run_1/placement_by_type.png
Bar = 50 um.
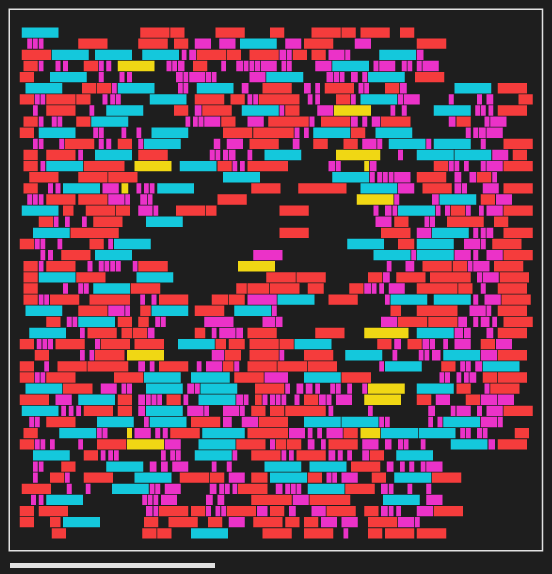
run_1/logic_types.png
Bar = 50 um.
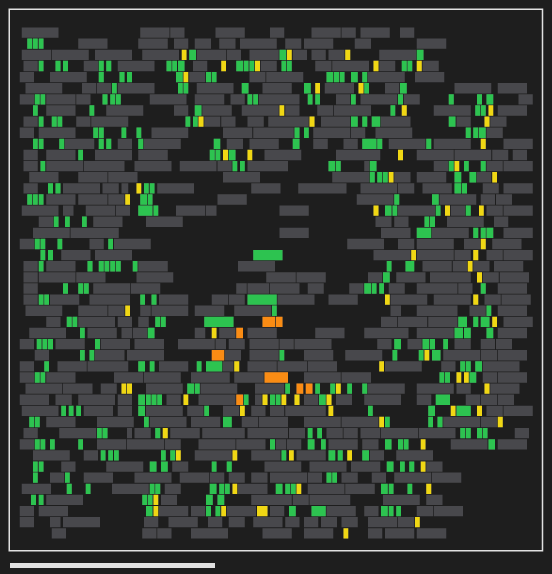
run_1/clk_routes.png
Bar = 50 um.
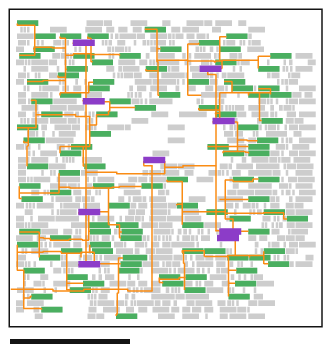
--- src/rtl/lsu_pkg.sv ---
// Shared types and helpers for the load/store unit.
//   lsu_state_e   : FSM state encoding (SPLIT exists only with LSU_MISALIGN_SPLIT_EN)
//   F3_*          : RV32I load/store funct3 encodings
//   is_misaligned : alignment check for a request
//   extend        : sign/zero extension of a raw little-endian value by funct3
package lsu_pkg;

  typedef enum logic [1:0] {
    S_IDLE,
    S_ACCESS,
    S_RESP
`ifdef LSU_MISALIGN_SPLIT_EN
    ,
    S_SPLIT
`endif
  } lsu_state_e;

  localparam logic [2:0] F3_B  = 3'b000;
  localparam logic [2:0] F3_H  = 3'b001;
  localparam logic [2:0] F3_W  = 3'b010;
  localparam logic [2:0] F3_BU = 3'b100;
  localparam logic [2:0] F3_HU = 3'b101;

  // Bytes are always aligned; funct3[1:0]=11 falls into the word rule.
  function automatic logic is_misaligned(input logic [2:0] funct3, input logic [1:0] addr_lo);
    logic mis;
    case (funct3[1:0])
      F3_B[1:0]: mis = 1'b0;
      F3_H[1:0]: mis = addr_lo[0];
      default:   mis = (addr_lo != 2'b00);
    endcase
    return mis;
  endfunction

  function automatic logic [31:0] extend(input logic [31:0] raw, input logic [2:0] funct3);
    logic [31:0] res;
    case (funct3)
      F3_B:    res = {{24{raw[7]}}, raw[7:0]};
      F3_BU:   res = {24'h0, raw[7:0]};
      F3_H:    res = {{16{raw[15]}}, raw[15:0]};
      F3_HU:   res = {16'h0, raw[15:0]};
      default: res = raw;
    endcase
    return res;
  endfunction

endpackage

--- src/rtl/lsu_mem_if_if.sv ---
// Bus bundle between the core memory stage, the LSU and the data memory.
//   req_*     : request handshake from the core (valid/ready)
//   rsp_*     : one-cycle response pulse back to the core
//   mem_*     : data memory port (mem_rdata is combinational from the memory)
//   busy      : LSU is not idle
// Modports: slave = LSU view, master = core/memory environment view.
interface lsu_mem_if_if #(
  parameter int ADDR_WIDTH = 32,
  parameter int DATA_WIDTH = 32
);
  logic                  req_valid;
  logic                  req_ready;
  logic                  req_we;
  logic [2:0]            req_funct3;
  logic [ADDR_WIDTH-1:0] req_addr;
  logic [DATA_WIDTH-1:0] req_wdata;
  logic                  rsp_valid;
  logic [DATA_WIDTH-1:0] rsp_rdata;
  logic                  rsp_misaligned;
  logic                  mem_wr_en;
  logic [2:0]            mem_funct3;
  logic [ADDR_WIDTH-1:0] mem_addr;
  logic [DATA_WIDTH-1:0] mem_wdata;
  logic [DATA_WIDTH-1:0] mem_rdata;
  logic                  busy;

  modport slave (
    input  req_valid, req_we, req_funct3, req_addr, req_wdata, mem_rdata,
    output req_ready, rsp_valid, rsp_rdata, rsp_misaligned,
           mem_wr_en, mem_funct3, mem_addr, mem_wdata, busy
  );

  modport master (
    output req_valid, req_we, req_funct3, req_addr, req_wdata, mem_rdata,
    input  req_ready, rsp_valid, rsp_rdata, rsp_misaligned,
           mem_wr_en, mem_funct3, mem_addr, mem_wdata, busy
  );
endinterface

--- src/rtl/lsu_byte_assembler.sv ---
// Byte sequencer for split misaligned accesses (built only with LSU_MISALIGN_SPLIT_EN).
//   start   : misaligned request accepted; clears counter and assembly register
//   active  : FSM is in SPLIT
//   funct3  : captured request funct3 (selects 2 or 4 bytes and final extension)
//   byte_in : mem_rdata[7:0] of the current byte load
//   idx     : current byte index i
//   done    : all bytes issued (one idle slot before the response)
//   result  : assembled and extended load value
module lsu_byte_assembler
  import lsu_pkg::*;
(
  input  logic        clk,
  input  logic        rst_n,
  input  logic        start,
  input  logic        active,
  input  logic [2:0]  funct3,
  input  logic [7:0]  byte_in,
  output logic [1:0]  idx,
  output logic        done,
  output logic [31:0] result
);
  logic [2:0]  cnt_q, cnt_d;
  logic [31:0] asm_q, asm_d;
  logic [2:0]  n_bytes;

  always_comb begin
    n_bytes = (funct3[1:0] == F3_H[1:0]) ? 3'd2 : 3'd4;
    done    = (cnt_q == n_bytes);
    cnt_d   = cnt_q;
    asm_d   = asm_q;
    if (start) begin
      cnt_d = '0;
      asm_d = '0;
    end else if (active && !done) begin
      cnt_d = cnt_q + 3'd1;
      asm_d[{cnt_q[1:0], 3'b000} +: 8] = byte_in;
    end
  end

  assign idx    = cnt_q[1:0];
  assign result = extend(asm_q, funct3);

  always_ff @(posedge clk or negedge rst_n) begin
    if (!rst_n) begin
      cnt_q <= '0;
      asm_q <= '0;
    end else begin
      cnt_q <= cnt_d;
      asm_q <= asm_d;
    end
  end
endmodule

--- src/rtl/lsu_mem_if.sv ---
// Load/store unit in front of the data memory. One request at a time:
// IDLE -> ACCESS -> RESP for aligned accesses (response 2 cycles after accept).
// Misaligned accesses are reported (IDLE -> RESP, rsp_misaligned=1, no write)
// unless LSU_MISALIGN_SPLIT_EN is defined, in which case they are split into
// byte accesses in SPLIT and answered N+2 cycles after accept.
// Ports: clk, rst_n (async active-low), bus (lsu_mem_if_if.slave: request,
// response, memory port and busy).
module lsu_mem_if
  import lsu_pkg::*;
#(
  parameter int ADDR_WIDTH = 32,
  parameter int DATA_WIDTH = 32
) (
  input logic          clk,
  input logic          rst_n,
  lsu_mem_if_if.slave  bus
);
  lsu_state_e            state_q, state_d;
  logic                  we_q, we_d;
  logic [2:0]            f3_q, f3_d;
  logic [ADDR_WIDTH-1:0] addr_q, addr_d;
  logic [DATA_WIDTH-1:0] wdata_q, wdata_d;
  logic                  rsp_valid_q, rsp_valid_d;
  logic                  rsp_mis_q, rsp_mis_d;
  logic [DATA_WIDTH-1:0] rsp_rdata_q, rsp_rdata_d;
  logic                  busy_q, busy_d;
  logic                  req_mis;

  assign req_mis = is_misaligned(bus.req_funct3, bus.req_addr[1:0]);

`ifdef LSU_MISALIGN_SPLIT_EN
  logic [1:0]  asm_idx;
  logic        asm_done;
  logic [31:0] asm_result;

  lsu_byte_assembler u_asm (
    .clk    (clk),
    .rst_n  (rst_n),
    .start  ((state_q == S_IDLE) && bus.req_valid && req_mis),
    .active (state_q == S_SPLIT),
    .funct3 (f3_q),
    .byte_in(bus.mem_rdata[7:0]),
    .idx    (asm_idx),
    .done   (asm_done),
    .result (asm_result)
  );
`endif

  always_comb begin
    // NOTE: every variable gets a default first so no latch is inferred.
    state_d     = state_q;
    we_d        = we_q;
    f3_d        = f3_q;
    addr_d      = addr_q;
    wdata_d     = wdata_q;
    rsp_mis_d   = rsp_mis_q;
    rsp_rdata_d = rsp_rdata_q;
    unique case (state_q)
      S_IDLE: begin
        if (bus.req_valid) begin
          we_d        = bus.req_we;
          f3_d        = bus.req_funct3;
          addr_d      = bus.req_addr;
          wdata_d     = bus.req_wdata;
          rsp_rdata_d = '0;
          rsp_mis_d   = 1'b0;
          if (!req_mis) begin
            state_d = S_ACCESS;
          end else begin
`ifdef LSU_MISALIGN_SPLIT_EN
            state_d = S_SPLIT;
`else
            state_d   = S_RESP;
            rsp_mis_d = 1'b1;
`endif
          end
        end
      end
      S_ACCESS: begin
        if (!we_q) rsp_rdata_d = bus.mem_rdata;
        state_d = S_RESP;
      end
`ifdef LSU_MISALIGN_SPLIT_EN
      S_SPLIT: begin
        if (asm_done) begin
          if (!we_q) rsp_rdata_d = asm_result;
          state_d = S_RESP;
        end
      end
`endif
      S_RESP:  state_d = S_IDLE;
      default: state_d = S_IDLE;
    endcase
    rsp_valid_d = (state_d == S_RESP);
    busy_d      = (state_d != S_IDLE);
  end

  always_ff @(posedge clk or negedge rst_n) begin
    if (!rst_n) begin
      // NOTE: captured request fields are reset too, so the memory port and
      // the response read all-zero straight out of reset.
      state_q     <= S_IDLE;
      we_q        <= 1'b0;
      f3_q        <= '0;
      addr_q      <= '0;
      wdata_q     <= '0;
      rsp_valid_q <= 1'b0;
      rsp_mis_q   <= 1'b0;
      rsp_rdata_q <= '0;
      busy_q      <= 1'b0;
    end else begin
      // NOTE: non-blocking assignments so every flop samples pre-edge values.
      state_q     <= state_d;
      we_q        <= we_d;
      f3_q        <= f3_d;
      addr_q      <= addr_d;
      wdata_q     <= wdata_d;
      rsp_valid_q <= rsp_valid_d;
      rsp_mis_q   <= rsp_mis_d;
      rsp_rdata_q <= rsp_rdata_d;
      busy_q      <= busy_d;
    end
  end

  // Memory port decodes from state, so resetting state_q kills a pending
  // write immediately without waiting for a clock edge.
  logic                  mem_wr_en_c;
  logic [2:0]            mem_funct3_c;
  logic [ADDR_WIDTH-1:0] mem_addr_c;
  logic [DATA_WIDTH-1:0] mem_wdata_c;

  always_comb begin
    mem_wr_en_c  = 1'b0;
    mem_funct3_c = '0;
    mem_addr_c   = '0;
    mem_wdata_c  = '0;
    case (state_q)
      S_ACCESS: begin
        mem_wr_en_c  = we_q;
        mem_funct3_c = f3_q;
        mem_addr_c   = addr_q;
        mem_wdata_c  = wdata_q;
      end
`ifdef LSU_MISALIGN_SPLIT_EN
      S_SPLIT: begin
        // The final slot (asm_done) only lets the assembler settle; no access.
        mem_wr_en_c  = we_q & ~asm_done;
        mem_funct3_c = we_q ? F3_B : F3_BU;
        mem_addr_c   = addr_q + ADDR_WIDTH'(asm_idx);
        mem_wdata_c  = wdata_q >> {asm_idx, 3'b000};
      end
`endif
      default: ;
    endcase
  end

  assign bus.mem_wr_en      = mem_wr_en_c;
  assign bus.mem_funct3     = mem_funct3_c;
  assign bus.mem_addr       = mem_addr_c;
  assign bus.mem_wdata      = mem_wdata_c;
  assign bus.req_ready      = ~busy_q;
  assign bus.busy           = busy_q;
  assign bus.rsp_valid      = rsp_valid_q;
  assign bus.rsp_misaligned = rsp_mis_q;
  assign bus.rsp_rdata      = rsp_rdata_q;
endmodule

--- src/flat_wrapper.sv ---
// flat-port wrapper written by rule: the top's interface ports become plain ports
module lsu_mem_if_flat import lsu_pkg::*;
#(
  parameter int ADDR_WIDTH = 32,
  parameter int DATA_WIDTH = 32
)
  (clk, rst_n, bus_req_valid, bus_req_we, bus_req_funct3, bus_req_addr, bus_req_wdata, bus_mem_rdata, bus_req_ready, bus_rsp_valid, bus_rsp_rdata, bus_rsp_misaligned, bus_mem_wr_en, bus_mem_funct3, bus_mem_addr, bus_mem_wdata, bus_busy);
  lsu_mem_if_if #(.ADDR_WIDTH(ADDR_WIDTH), .DATA_WIDTH(DATA_WIDTH)) bus_i ();
  input logic clk;
  input logic rst_n;
  input wire logic [$bits(bus_i.req_valid)-1:0] bus_req_valid;
  input wire logic [$bits(bus_i.req_we)-1:0] bus_req_we;
  input wire logic [$bits(bus_i.req_funct3)-1:0] bus_req_funct3;
  input wire logic [$bits(bus_i.req_addr)-1:0] bus_req_addr;
  input wire logic [$bits(bus_i.req_wdata)-1:0] bus_req_wdata;
  input wire logic [$bits(bus_i.mem_rdata)-1:0] bus_mem_rdata;
  output wire logic [$bits(bus_i.req_ready)-1:0] bus_req_ready;
  output wire logic [$bits(bus_i.rsp_valid)-1:0] bus_rsp_valid;
  output wire logic [$bits(bus_i.rsp_rdata)-1:0] bus_rsp_rdata;
  output wire logic [$bits(bus_i.rsp_misaligned)-1:0] bus_rsp_misaligned;
  output wire logic [$bits(bus_i.mem_wr_en)-1:0] bus_mem_wr_en;
  output wire logic [$bits(bus_i.mem_funct3)-1:0] bus_mem_funct3;
  output wire logic [$bits(bus_i.mem_addr)-1:0] bus_mem_addr;
  output wire logic [$bits(bus_i.mem_wdata)-1:0] bus_mem_wdata;
  output wire logic [$bits(bus_i.busy)-1:0] bus_busy;
  assign bus_i.req_valid = bus_req_valid;
  assign bus_i.req_we = bus_req_we;
  assign bus_i.req_funct3 = bus_req_funct3;
  assign bus_i.req_addr = bus_req_addr;
  assign bus_i.req_wdata = bus_req_wdata;
  assign bus_i.mem_rdata = bus_mem_rdata;
  assign bus_req_ready = bus_i.req_ready;
  assign bus_rsp_valid = bus_i.rsp_valid;
  assign bus_rsp_rdata = bus_i.rsp_rdata;
  assign bus_rsp_misaligned = bus_i.rsp_misaligned;
  assign bus_mem_wr_en = bus_i.mem_wr_en;
  assign bus_mem_funct3 = bus_i.mem_funct3;
  assign bus_mem_addr = bus_i.mem_addr;
  assign bus_mem_wdata = bus_i.mem_wdata;
  assign bus_busy = bus_i.busy;
  lsu_mem_if #(.ADDR_WIDTH(ADDR_WIDTH), .DATA_WIDTH(DATA_WIDTH)) u_core (.clk(clk), .rst_n(rst_n), .bus(bus_i));
endmodule
--- config.mk ---
export PLATFORM = sky130hd
export DESIGN_NAME = lsu_mem_if_flat
export DESIGN_NICKNAME = d
export VERILOG_FILES = /design/src/rtl/lsu_pkg.sv /design/src/rtl/lsu_mem_if_if.sv /design/src/rtl/lsu_byte_assembler.sv /design/src/rtl/lsu_mem_if.sv /design/src/flat_wrapper.sv
export SDC_FILE = /design/constraint.sdc
export NUM_CORES = 1
export LEC_CHECK = 0
export ABC_AREA = 1
export CAP_MARGIN = 10
export CORE_AREA = 2 2 128 130
export DETAILED_ROUTE_END_ITERATION = 8
export DIE_AREA = 0 0 130 132
export GPL_ROUTABILITY_DRIVEN = 0
export PLACE_DENSITY_LB_ADDON = 0.25
export SLEW_MARGIN = 5
export SYNTH_ARGS = -nofsm -noshare
export SYNTH_HDL_FRONTEND = slang
export SYNTH_SLANG_ARGS = --single-unit
--- constraint.sdc ---
create_clock -name clk -period 1.3 [get_ports clk]
set_clock_uncertainty 0.05 [all_clocks]
set_input_delay 0.26 -clock clk [delete_from_list [all_inputs] [get_ports clk]]
set_output_delay 0.26 -clock clk [all_outputs]
set_load 0.1 [all_outputs]
==> Changelog: implementation, run 1 <==
### Physical design

* Status: finished with violations
* Failing checks: setup timing
* Final count of negative-setup-slack endpoints at between 150 and 200
* Logic area at roughly 2200 um^2
* Synth Seq Share at between 50% and 60%
* WL final at 16540 um
* Post-detail-place hpwl at 10480 um
* Io pins at 207
* Antenna cells at 0
* Max Freq at ~560 MHz
* Max Root-Sink Buffers at 2
* Final setup TNS at -60.33 ns
* RSZ-0062 raised after global routing: yes
* Total global routing overflow at 0
* CTS sink cnt at between 100 and 150
* Worst slew pin tran at a little over 0.4 ns
* Tool warnings at 29
* Global-route wire length before repair at 26090 um
* Fin worst setup slack at -0.4737 ns
* Switching share of power at between 40 and 50%
* Worst VDD drop at 0.8625 mV
Notes on placement_by_type.png above:
Magenta shows combinational and other logic, cells 457, share of their area 25%. Yellow shows clock drivers and dummy loads, cells 15, share of their area 3.2%. Cyan shows sequential cells, cells 105, share of their area 27%. Red shows remaining buffers and delay cells, cells 268, share of their area 44%.

Notes on logic_types.png above:
Yellow shows inv cells, cells 74. Orange shows aoi and oai cells, cells 8. Green shows nand cells, cells 305, where spread over the die.

Notes on clk_routes.png above:
Orange shows clock wires, length 1450 um. Green shows flip-flops, count 105. Purple shows clock drivers, count 9.
Position of the flops: spread over the die. There are 10 routed clock nets.

run 1: sequential cells by signal, indices dropped and copies added (netlist names), 2 cells and up:
name and flops:
u_core.addr_q 32, u_core.bus.rsp_rdata 32, u_core.wdata_q 32, u_core.f3_q 3, u_core.state_q 2
run 1: worst max-delay path, stage by stage (launching register included):
cell     delay [ns]
dfrtp_1        0.39
inv_2          0.10
nand2_8        0.09
buf_4          0.21
nor2_4         0.14
buf_12         0.18
run 1: synth_stat cells:
cell type    n  area, um^2
buf_2       24       120.1
nand2_2      1       6.260
nand2_1    238       893.4
buf_6        4       45.04
nor2_2       1       6.260
nand3_1     65       325.3
a21oi_1      2       10.01
buf_4        6       45.04
nor2_1      68       255.2
o21ai_0      6       30.03
dfrtp_1    105        2628
clkbuf_1     1       3.750
inv_1       74       277.8
nor2_4       1       11.26
run 1: final timing paths:
kind / from / end / slack (ns) / depth (start not counted)
setup / recovery: u_core.state_q[1] / bus_mem_wdata[21] / -0.47 / 5
hold / removal: rst_n / u_core.bus.rsp_rdata[14] / 0.33 / 2
setup reg to reg: u_core.state_q[0] / u_core.wdata_q[16] / -0.37 / 9
hold reg to reg: u_core.addr_q[4] / u_core.addr_q[4] / 0.42 / 2
max in group asynchronous: rst_n / u_core.wdata_q[6] / 0.38 / 3
min in group clk: bus_mem_rdata[9] / u_core.bus.rsp_rdata[9] / 0.39 / 3
run 1: kinds of logic (layout without fill, tap and decap cells):
kind of cell | Yosys count | count (layout) | share of synthesized area (%)
compound gates | 8 | 8 | 0.8598
flops | 105 | 105 | 56.42
buf+inv | 109 | 357 | 10.56
simple gates | 374 | 375 | 32.16
run 1: per-stage QoR:
step                hold WS [ns]  setup WS [ns]  area (um^2)
finish                    0.3263        -0.4737         9931
global route              0.3613        -0.5403         9931
CTS                       0.3292        -0.4917         9762
detailed placement        0.1725        -0.1412         8706
global placement          0.1675        -0.1213         8706
floorplan               -0.08559        -0.2973         5294
run 1: power by group through the flow:
stage / registers [mW] / logic [mW] / clock network (mW)
after floorplan: 5.35 / 2.90 / 0
after global routing: 4.47 / 7.60 / 3.12
after CTS: 4.38 / 7.08 / 3.01
after detailed placement: 4.44 / 6.08 / 0
final: 4.40 / 7.21 / 2.95
after global placement: 4.41 / 6.04 / 0
run 1: layer usage:
layer	global-route usage, %	vias up	wire [um]
met2	33.94	164	8438
met4	5.854	0	270
li1	-	2272	-
met1	24.00	2202	6528
met3	6.331	17	1298
met5	0	-	0
run 1: repair_timing:
action	in CTS	in global routing
gates cloned	18	1
pin swaps	1	21
hold endpoints to repair	20	0
resized	35	24
hold buffers	1	0
endpoints found under the setup margin	175	178
setup buffers	10	9
run 1: area by class of cell:
cell class | count | area share [%]
Clock buffer | 12 | 2.482
Inverter | 74 | 2.835
Sequential cell | 105 | 26.51
Tap cell | 216 | 2.721
Timing Repair Buffer | 268 | 42.88
Clock inverter | 3 | 0.6552
Multi-Input combinational cell | 383 | 21.92
==> run 2: changes to the inputs <==
--- a/config.mk
+++ b/config.mk
@@ -12,7 +12,7 @@
 export DIE_AREA = 0 0 130 132
 export GPL_ROUTABILITY_DRIVEN = 0
 export PLACE_DENSITY_LB_ADDON = 0.25
-export SLEW_MARGIN = 5
+export SLEW_MARGIN = 20
 export SYNTH_ARGS = -nofsm -noshare
 export SYNTH_HDL_FRONTEND = slang
 export SYNTH_SLANG_ARGS = --single-unit
run_2/logic_types.png
Bar = 50 um.
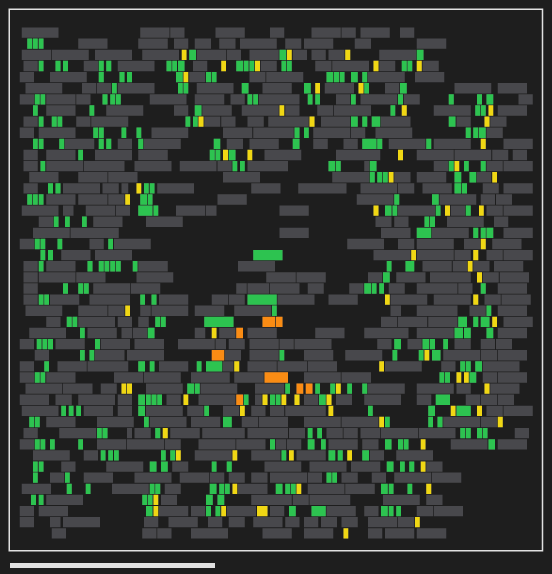
Green shows nand cells, cells 305, where spread over the die. Orange shows aoi and oai cells, cells 8. Yellow shows inv cells, cells 74.

==> run 2 against run 1 <==
The run still ends with setup timing left; maximum frequency unchanged; hold slack unchanged; first-iteration DRC count unchanged; final area unchanged; worst setup slack unchanged; synthesized cell count unchanged; critical endpoint unchanged; highest routed layer unchanged.
==> Changelog: implementation, run 2 <==
### Physical design

* CP delay by family, top: buffers and inverters
* Top-count cell post-synth: nand2_1
* RSZ-0062 raised after global routing: yes
* Failing checks: setup timing
* Global-route wire length before repair at about 26000 um
* Met1 Use GR at 24.00%
* Hold_ws at 0.3263 ns
* Arr. time, crit path at approximately 1.5 ns
* Yosys Chip Area at ~4700 um^2
* Ys async rst share at 100.0%
* Total global routing overflow at 0
* Reg2Reg Setup Slack at -0.37 ns
* Max Freq at 563.8 MHz
* Top FF cell, synth: dfrtp_1
* Met2 usage at roughly 34%
* Mapped cell area at about 4700 um^2
* Post-synth EDFFs at 0
* CTS sink cnt at 105
* Top cells, area: dfrtp_1 (56%), nand2_1 (19%), nand3_1 (7.0%)
* Synth top area share at around 56%
* GR Layer Usage met3 at between 6 and 7%
* Fin worst setup slack at -0.4737 ns
* Final count of negative-setup-slack endpoints at 175
* Cell type with the largest total area: dfrtp_1
* CP max-delay cell: dfrtp_1
* Status: finished with violations
* Antenna cells at 0
* Die width at between 100 and 150 um
* Critical path buffers and inverters at 3
* WL final at about 17000 um
* Worst VDD drop at 0.8625 mV
* Tool warnings at 29
* Vias per cell at 4.387
* CP cell instances: inv_2, nand2_8, buf_4, nor2_4, buf_12
* Busiest grt layer: met2
* Top cells by count: nand2_1 (238), dfrtp_1 (105), inv_1 (74)
* Via count at about 4700
* Post-detail-place hpwl at around 10000 um
* Switching share of power at between 40% and 50%
* Synth Seq Share at 56.42%
* Worst r2r src: u_core.state_q[0]
* Max Root-Sink Buffers at 2
* Crit-path max cell delay at ~0.39 ns
* R2R depth at 9
* Worst r2r dst: u_core.wdata_q[16]
* Io pins at about 210
* H-Tree Depth at 3
run 2: cell counts after synthesis:
Identical to the previous run, type by type.
run 2: repair_timing:
item / 4_1_cts / 5_1_grt
setup endpoints to repair: 175 / 178
hold buffers: 1 / 0
cloned: 18 / 1
gates resized: 35 / 24
setup buffers: 10 / 9
pin swaps: 1 / 21
endpoints found under the hold margin: 20 / 0
run 2: power groups by stage:
stage	combinational (mW)	sequential [mW]	clock [mW]
floorplan	2.90	5.35	0
global placement	6.04	4.41	0
detailed placement	6.08	4.44	0
CTS	7.08	4.38	3.01
global route	7.60	4.47	3.12
finish	7.21	4.40	2.95
run 2: cells by family after synthesis:
family | synth area share [%]
AND/OR/NAND/NOR | 32.16
buffers and inverters | 10.56
flip-flops | 56.42
AND-OR/OR-AND | 0.8598
run 2: worst max path at each step:
stage	from	endpoint	slack, ns	cells after the start
floorplan	u_core.state_q[1]	bus_mem_addr[10]	-0.30	4
global placement	u_core.state_q[0]	u_core.wdata_q[16]	-0.12	6
global route	u_core.state_q[1]	bus_mem_addr[12]	-0.54	5
detailed placement	u_core.state_q[0]	u_core.wdata_q[16]	-0.14	6
CTS	u_core.state_q[1]	bus_mem_wdata[10]	-0.49	5
finish	u_core.state_q[1]	bus_mem_wdata[21]	-0.47	5
run 2: area by class of cell:
class	instances	area (um^2)	share of cell area, %
Inverter	74	281.5	2.835
Timing Repair Buffer	268	4258	42.88
Tap cell	216	270.3	2.721
Clock inverter	3	65.06	0.6552
Clock buffer	12	246.5	2.482
Sequential cell	105	2633	26.51
Multi-Input combinational cell	383	2177	21.92
run 2: metal layers:
metal / part of all wire [%] / routed length (um) / vias up
met4: 1.6 / 270 / 0
met2: 51 / 8438 / 164
met3: 7.9 / 1298 / 17
met1: 39 / 6528 / 2202
li1: - / - / 2272
met5: 0 / 0 / -
run 2: per-stage QoR:
stage	TNS (ns)	worst slack [ns]	instance area [um^2]	util [%]	std cells
after floorplan	-18.88	-0.2973	5294	-	596
after detailed placement	-10.69	-0.1412	8706	55.41	1009
after global routing	-71.17	-0.5403	9931	63.20	1061
after global placement	-8.509	-0.1213	8706	55.41	1009
after CTS	-49.21	-0.4917	9762	62.13	1053
final	-60.33	-0.4737	9931	63.20	1061
No activity file was given, so power comes from the tool's default toggle rates.
